[config.mk]
export PLATFORM = sky130hd
export DESIGN_NAME = shift_seq_ctrl_flat
export DESIGN_NICKNAME = d
export VERILOG_FILES = /design/src/rtl/shift_seq_ctrl_if.sv /design/src/rtl/shift_seq_ctrl.sv /design/src/flat_wrapper.sv
export SDC_FILE = /design/constraint.sdc
export NUM_CORES = 1
export LEC_CHECK = 0
export CORE_MARGIN = 3
export CORE_UTILIZATION = 30
export CTS_CLUSTER_SIZE = 20
export DETAILED_ROUTE_END_ITERATION = 16
export GPL_TIMING_DRIVEN = 0
export PLACE_DENSITY_LB_ADDON = 0.2
export SETUP_SLACK_MARGIN = 0.5
export SYNTH_ARGS = -nofsm -noshare
export SYNTH_HDL_FRONTEND = slang
export SYNTH_SLANG_ARGS = --single-unit
[constraint.sdc]
create_clock -name clk -period 2.5 [get_ports clk]
set_input_delay 0.5 -clock clk [delete_from_list [all_inputs] [get_ports clk]]
set_output_delay 0.5 -clock clk [all_outputs]
set_load 0.005 [all_outputs]
[src/rtl/shift_seq_ctrl_if.sv]
// Request/result bundle between the ALU-op decoder and the shift sequencer.
// Latency: n/a (wires only).
// Backpressure: none; the requester watches busy and start is ignored while busy.
//
// Signals:
//   start      request pulse (master -> slave)
//   op         3-bit shift op code (master -> slave)
//   in_a       operand (master -> slave)
//   num_shifts shift amount, low CNT_W bits used (master -> slave)
//   busy       request in progress (slave -> master)
//   done       one-cycle completion strobe (slave -> master)
//   out        last completed result (slave -> master)
interface shift_seq_ctrl_if #(
   parameter int WIDTH = 32
);
   logic             start;
   logic [2:0]       op;
   logic [WIDTH-1:0] in_a;
   logic [31:0]      num_shifts;
   logic             busy;
   logic             done;
   logic [WIDTH-1:0] out;

   modport master (
      output start, op, in_a, num_shifts,
      input  busy, done, out
   );

   modport slave (
      input  start, op, in_a, num_shifts,
      output busy, done, out
   );
endinterface

[src/rtl/shift_seq_ctrl.sv]
// Iterative shift/rotate sequencer: latches one request, steps the working register per clock, strobes done.
// Latency: k+1 cycles from the start edge (1 cycle for k=0 or pass-through); ceil(k/4)+1 with SHIFT_FAST_EN.
// Backpressure: none; start is accepted only in IDLE, otherwise dropped (not queued).
//
// Ports:
//   clk  - system clock, rising edge
//   clr  - synchronous active-high reset, highest priority
//   sif  - slave side of shift_seq_ctrl_if (start/op/in_a/num_shifts in, busy/done/out out)
// Optional macro SHIFT_FAST_EN: up to 4 bits per SHIFT cycle instead of 1.
module shift_seq_ctrl #(
   parameter int WIDTH = 32,
   parameter int CNT_W = 5
) (
   input  logic              clk,
   input  logic              clr,
   shift_seq_ctrl_if.slave   sif
);

   localparam logic [2:0] OP_SHR  = 3'b000;
   localparam logic [2:0] OP_SHRA = 3'b001;
   localparam logic [2:0] OP_SHL  = 3'b010;
   localparam logic [2:0] OP_ROR  = 3'b011;
   localparam logic [2:0] OP_ROL  = 3'b100;

   typedef enum logic [1:0] {
      S_IDLE  = 2'd0,
      S_SHIFT = 2'd1,
      S_DONE  = 2'd2
   } state_t;

   state_t           r_state;
   state_t           w_state_nxt;
   logic [WIDTH-1:0] r_work;
   logic [WIDTH-1:0] w_work_nxt;
   logic [2:0]       r_op;
   logic [2:0]       w_op_nxt;
   logic [CNT_W-1:0] r_cnt;
   logic [CNT_W-1:0] w_cnt_nxt;
   logic [CNT_W-1:0] w_req_cnt;
   logic [WIDTH-1:0] r_out;
   logic             w_unused_hi;

`ifdef SHIFT_FAST_EN
   logic [CNT_W-1:0] w_step;
   // Bits consumed this cycle: min(cnt, 4).
   assign w_step = (r_cnt > CNT_W'(4)) ? CNT_W'(4) : r_cnt;
`endif

   // Only the low CNT_W bits of the amount matter (amount mod 2**CNT_W).
   assign w_req_cnt   = sif.num_shifts[CNT_W-1:0];
   assign w_unused_hi = ^sif.num_shifts[31:CNT_W];

   // One single-bit step of the selected op; unknown codes leave the value alone.
   function automatic logic [WIDTH-1:0] f_step1(input logic [WIDTH-1:0] v, input logic [2:0] o);
      logic [WIDTH-1:0] r;
      case (o)
         OP_SHR:  r = {1'b0, v[WIDTH-1:1]};
         OP_SHRA: r = {v[WIDTH-1], v[WIDTH-1:1]};
         OP_SHL:  r = {v[WIDTH-2:0], 1'b0};
         OP_ROR:  r = {v[0], v[WIDTH-1:1]};
         OP_ROL:  r = {v[WIDTH-2:0], v[WIDTH-1]};
         default: r = v;
      endcase
      return r;
   endfunction

   always_comb begin
      w_state_nxt = r_state;
      w_work_nxt  = r_work;
      w_op_nxt    = r_op;
      w_cnt_nxt   = r_cnt;
      case (r_state)
         S_IDLE: begin
            if (sif.start) begin
               w_work_nxt = sif.in_a;
               w_op_nxt   = sif.op;
               w_cnt_nxt  = w_req_cnt;
               // Zero count or pass-through op completes with the operand untouched.
               if ((w_req_cnt != '0) && (sif.op <= OP_ROL)) begin
                  w_state_nxt = S_SHIFT;
               end else begin
                  w_state_nxt = S_DONE;
               end
            end
         end
         S_SHIFT: begin
`ifdef SHIFT_FAST_EN
            for (int i = 0; i < 4; i++) begin
               if (CNT_W'(i) < w_step) begin
                  w_work_nxt = f_step1(w_work_nxt, r_op);
               end
            end
            w_cnt_nxt = r_cnt - w_step;
`else
            w_work_nxt = f_step1(r_work, r_op);
            w_cnt_nxt  = r_cnt - CNT_W'(1);
`endif
            if (w_cnt_nxt == '0) begin
               w_state_nxt = S_DONE;
            end
         end
         S_DONE: begin
            w_state_nxt = S_IDLE;
         end
         default: begin
            w_state_nxt = S_IDLE;
         end
      endcase
   end

   always_ff @(posedge clk) begin
      if (clr) begin
         r_state <= S_IDLE;
         r_work  <= '0;
         r_op    <= '0;
         r_cnt   <= '0;
         r_out   <= '0;
      end else begin
         r_state <= w_state_nxt;
         r_work  <= w_work_nxt;
         r_op    <= w_op_nxt;
         r_cnt   <= w_cnt_nxt;
         // Result register updates on the edge entering DONE so out is valid alongside done.
         if (w_state_nxt == S_DONE) begin
            r_out <= w_work_nxt;
         end
      end
   end

   assign sif.busy = (r_state != S_IDLE);
   assign sif.done = (r_state == S_DONE);
   assign sif.out  = r_out;

endmodule

[src/flat_wrapper.sv]
// flat-port wrapper written by rule: the top's interface ports become plain ports
module shift_seq_ctrl_flat 
#(
   parameter int WIDTH = 32,
   parameter int CNT_W = 5
)
  (clk, clr, sif_start, sif_op, sif_in_a, sif_num_shifts, sif_busy, sif_done, sif_out);
  shift_seq_ctrl_if #(.WIDTH(WIDTH)) sif_i ();
  input  logic clk;
  input  logic clr;
  input wire logic [$bits(sif_i.start)-1:0] sif_start;
  input wire logic [$bits(sif_i.op)-1:0] sif_op;
  input wire logic [$bits(sif_i.in_a)-1:0] sif_in_a;
  input wire logic [$bits(sif_i.num_shifts)-1:0] sif_num_shifts;
  output wire logic [$bits(sif_i.busy)-1:0] sif_busy;
  output wire logic [$bits(sif_i.done)-1:0] sif_done;
  output wire logic [$bits(sif_i.out)-1:0] sif_out;
  assign sif_i.start = sif_start;
  assign sif_i.op = sif_op;
  assign sif_i.in_a = sif_in_a;
  assign sif_i.num_shifts = sif_num_shifts;
  assign sif_busy = sif_i.busy;
  assign sif_done = sif_i.done;
  assign sif_out = sif_i.out;
  shift_seq_ctrl #(.WIDTH(WIDTH), .CNT_W(CNT_W)) u_core (.clk(clk), .clr(clr), .sif(sif_i));
endmodule
**Wiring by layer**

(2 px per um)
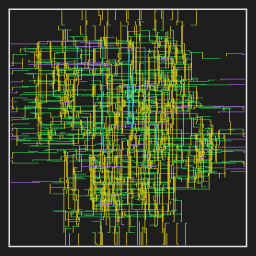
Cyan stands for M4, wire length 245 um. Green stands for M1, wire length 5750 um. Yellow stands for M2, wire length 5430 um. Purple stands for M3, wire length 559 um.
via count: 3705
WL final: 12000 um

**Logic cells by family**

(2 px per um)
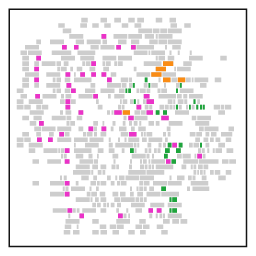
Green stands for nand cells, cells 29. Orange stands for mux cells, cells 6. Magenta stands for non-inverting ao/oa cells, cells 47.

==> critical path: stages (launching register included) <==
cell and delay, ps:
dfxtp_2 350, inv_2 60, ha_4 160, or2_4 240
o32ai_4 320, a32o_2 260, buf_12 160, clkbuf_16 150
nor3b_2 40, a21o_1 150
==> final cells by class <==
cell class / instances / area [sq um]
Timing Repair Buffer: 84 / 861
Clock buffer: 13 / 250
Buffer: 42 / 300
Tap cell: 168 / 210
Inverter: 14 / 52.6
Clock inverter: 3 / 15.0
Multi-Input combinational cell: 305 / 2150
Sequential cell: 74 / 1490
Fill cell: 1234 / 6780
==> worst paths after layout <==
check / endpoint / slack, ps / depth (start not counted)
worst min-delay path: u_core.sif.out[29] / 470 / 2
worst max-delay path: u_core.sif.out[28] / 470 / 9
worst max register to register: u_core.sif.out[28] / 470 / 9
worst min register to register: u_core.sif.out[29] / 470 / 2
==> where the power goes <==
group	internal (mW)	total (mW)	switching (mW)
Combinational	0.416	0.807	0.391
Clock	0.694	1.17	0.473
Sequential	1.28	1.38	0.0952
==> registers in the layout, indices dropped and copies added, names as in the netlist <==
register and cells:
u_core.r_state 2, u_core.sif.out 32, u_core.r_op 3, u_core.r_cnt 5
u_core.r_work 32
==> per-layer routing <==
metal | vias to the layer above | global-route usage, %
li1 | 1811 | -
met1 | 1761 | 22.9
met2 | 115 | 26.4
met3 | 18 | 3.75
met4 | 0 | 6.08
met5 | - | 0
==> per-stage QoR <==
stage	power (mW)	hold slack, ps	setup TNS (ps)
global route	3.53	500	0
detailed placement	2.11	461	-7910
CTS	3.33	471	0
floorplan	1.81	463	0
finish	3.35	467	0
global placement	2.10	466	-7510
==> synth_stat cells, drive strengths merged, types with 3 or more instances <==
cell type,number
a211oi,9
xnor2,3
buf,13
o21a,22
a21oi,37
inv,14
mux2,6
nand3b,6
a2bb2oi,9
o21ai,23
nor2b,16
o22ai,12
dfxtp,74
clkbuf,29
o221ai,21
nor3b,19
a222oi,3
a21o,18
a22oi,13
nand2b,6
nor2,30
nand2,15
or2,7
==> kinds of logic after synthesis <==
group | share of synthesized area [%]
adders and majority gates | 0.666
buffers and inverters | 6.33
AOI/OAI and AO/OA | 35.0
and+or+nand+nor | 15.8
xor gates and xnor gates | 0.699
DFF | 39.4
muxes | 2.10
==> repair_timing <==
| item | 4_1_cts | 5_1_grt |
|---|---|---|
| endpoints found under the setup margin | 58 | 44 |
| pin swaps | 2 | 13 |
| gates resized | 52 | 42 |
| setup buffers | 5 | 1 |
| cloned | 1 | 1 |
| hold buffers | 0 | 0 |
==> impl_metrics.json <==
{
  "status": "finished clean",
  "overflow": 0,
  "pin_count": 104,
  "first_pass_iters": 6,
  "hpwlAfterDp_um": 8490,
  "hold_viol": 0,
  "leakagePower_nw": 2.10,
  "gp_congestion": 0.890,
  "worstMarginPinSlew_ps": 575,
  "synth.avg_cell_area_sq_um": 8.64,
  "setup.worst_path.start": "u_core.r_cnt[1]",
  "fp.coreArea_sq_mm": 0.0121,
  "wl_per_cell_um": 17.1,
  "layout_top_cells": "dfxtp_1 (72), clkdlybuf4s50_1 (69), a21oi_1 (36)",
  "synth-main-ff-cell": "dfxtp_1",
  "hp-start": "u_core.sif.out[29]",
  "dieHeight_um": 118,
  "min_period_ps": 2030,
  "clock.latency.late_pin_ps": 330,
  "setup_viol": 0,
  "rr_startpoint": "u_core.r_cnt[1]",
  "hp-class": "register to register",
  "wl_met3_um": 558,
  "slew_viol_final": 0,
  "synth_seq_share_pct": 39.4,
  "drtIter0Drc": 253,
  "period_used_pct": 81.0,
  "place_area_sq_mm": 0.00473,
  "startpoint_type": "register",
  "port_buffers": 76,
  "cellPowerDensity_mw_per_mm2": 629,
  "worst_slack_ps": 475,
  "fin_cells": 703,
  "grt_antenna_before_repair": 0,
  "ys_types": 51,
  "cts-root-buf": "clkbuf_16",
  "yosys.area.top_type_share_pct": 39.4,
  "htreeDepth": 3,
  "syn_nets": 507,
  "area_leaders": "dfxtp_1 (39%), a21oi_1 (4.9%), o221ai_1 (4.9%), o21a_1 (4.4%), a21o_1 (3.6%)",
  "finish.utilization_pct": 44.0,
  "viasPerCell": 5.27,
  "cts.path.max_buffers": 2,
  "ir_worst_vdd_uv": 271,
  "cap_violations": 0,
  "edf_count": 0,
  "cts_tree": "done",
  "drive_gt1_share_pct": 16.6,
  "cts_buffers": 9,
  "die_width_um": 118,
  "pre_cts_ws_ps": -228,
  "cp_max_fo": 8,
  "grt_use_total_pct": 16.9,
  "crit_type": "register to register",
  "dpl.cell_count": 679,
  "highest_layer": "met4",
  "skew_ps": 6.07,
  "yosys_area_sq_mm": 0.00376,
  "critPathCaptureType": "register",
  "slew_headroom_pct": 61.7,
  "grt_max_degree": 12,
  "rows": 40,
  "cp.arrival_ps": 2250,
  "fin_nets": 602,
  "yosysCellCount": 435,
  "area_growth_pct": 41.9,
  "rsz0062_at_grt": "yes",
  "grt_pass1_wl_um": 19200,
  "syn_area_sq_mm": 0.00376,
  "grt_pass1_vias": 3673,
  "fp_util_pct": 31.0,
  "finalInstanceArea_sq_mm": 0.00533,
  "drc": 0,
  "yosysWarnings": 0,
  "largest_area_cell": "dfxtp_1",
  "netlist_instances": 435,
  "tool_warnings": 56,
  "dr_wl_met2_um": 5430,
  "clock_sinks": 74,
  "ys_seq_elements": 74,
  "insertedDiodeCount": 0,
  "ant_nets": 0,
  "clkTransAtPathRegs_ps": 60,
  "wl_met1_um": 5750,
  "dieArea_sq_mm": 0.0139,
  "layout_top_cell": "dfxtp_1",
  "fmax_mhz": 494,
  "cp.required_ps": 2720,
  "async_flop_share_pct": 0
}
No activity file was given, so power comes from the tool's default toggle rates.
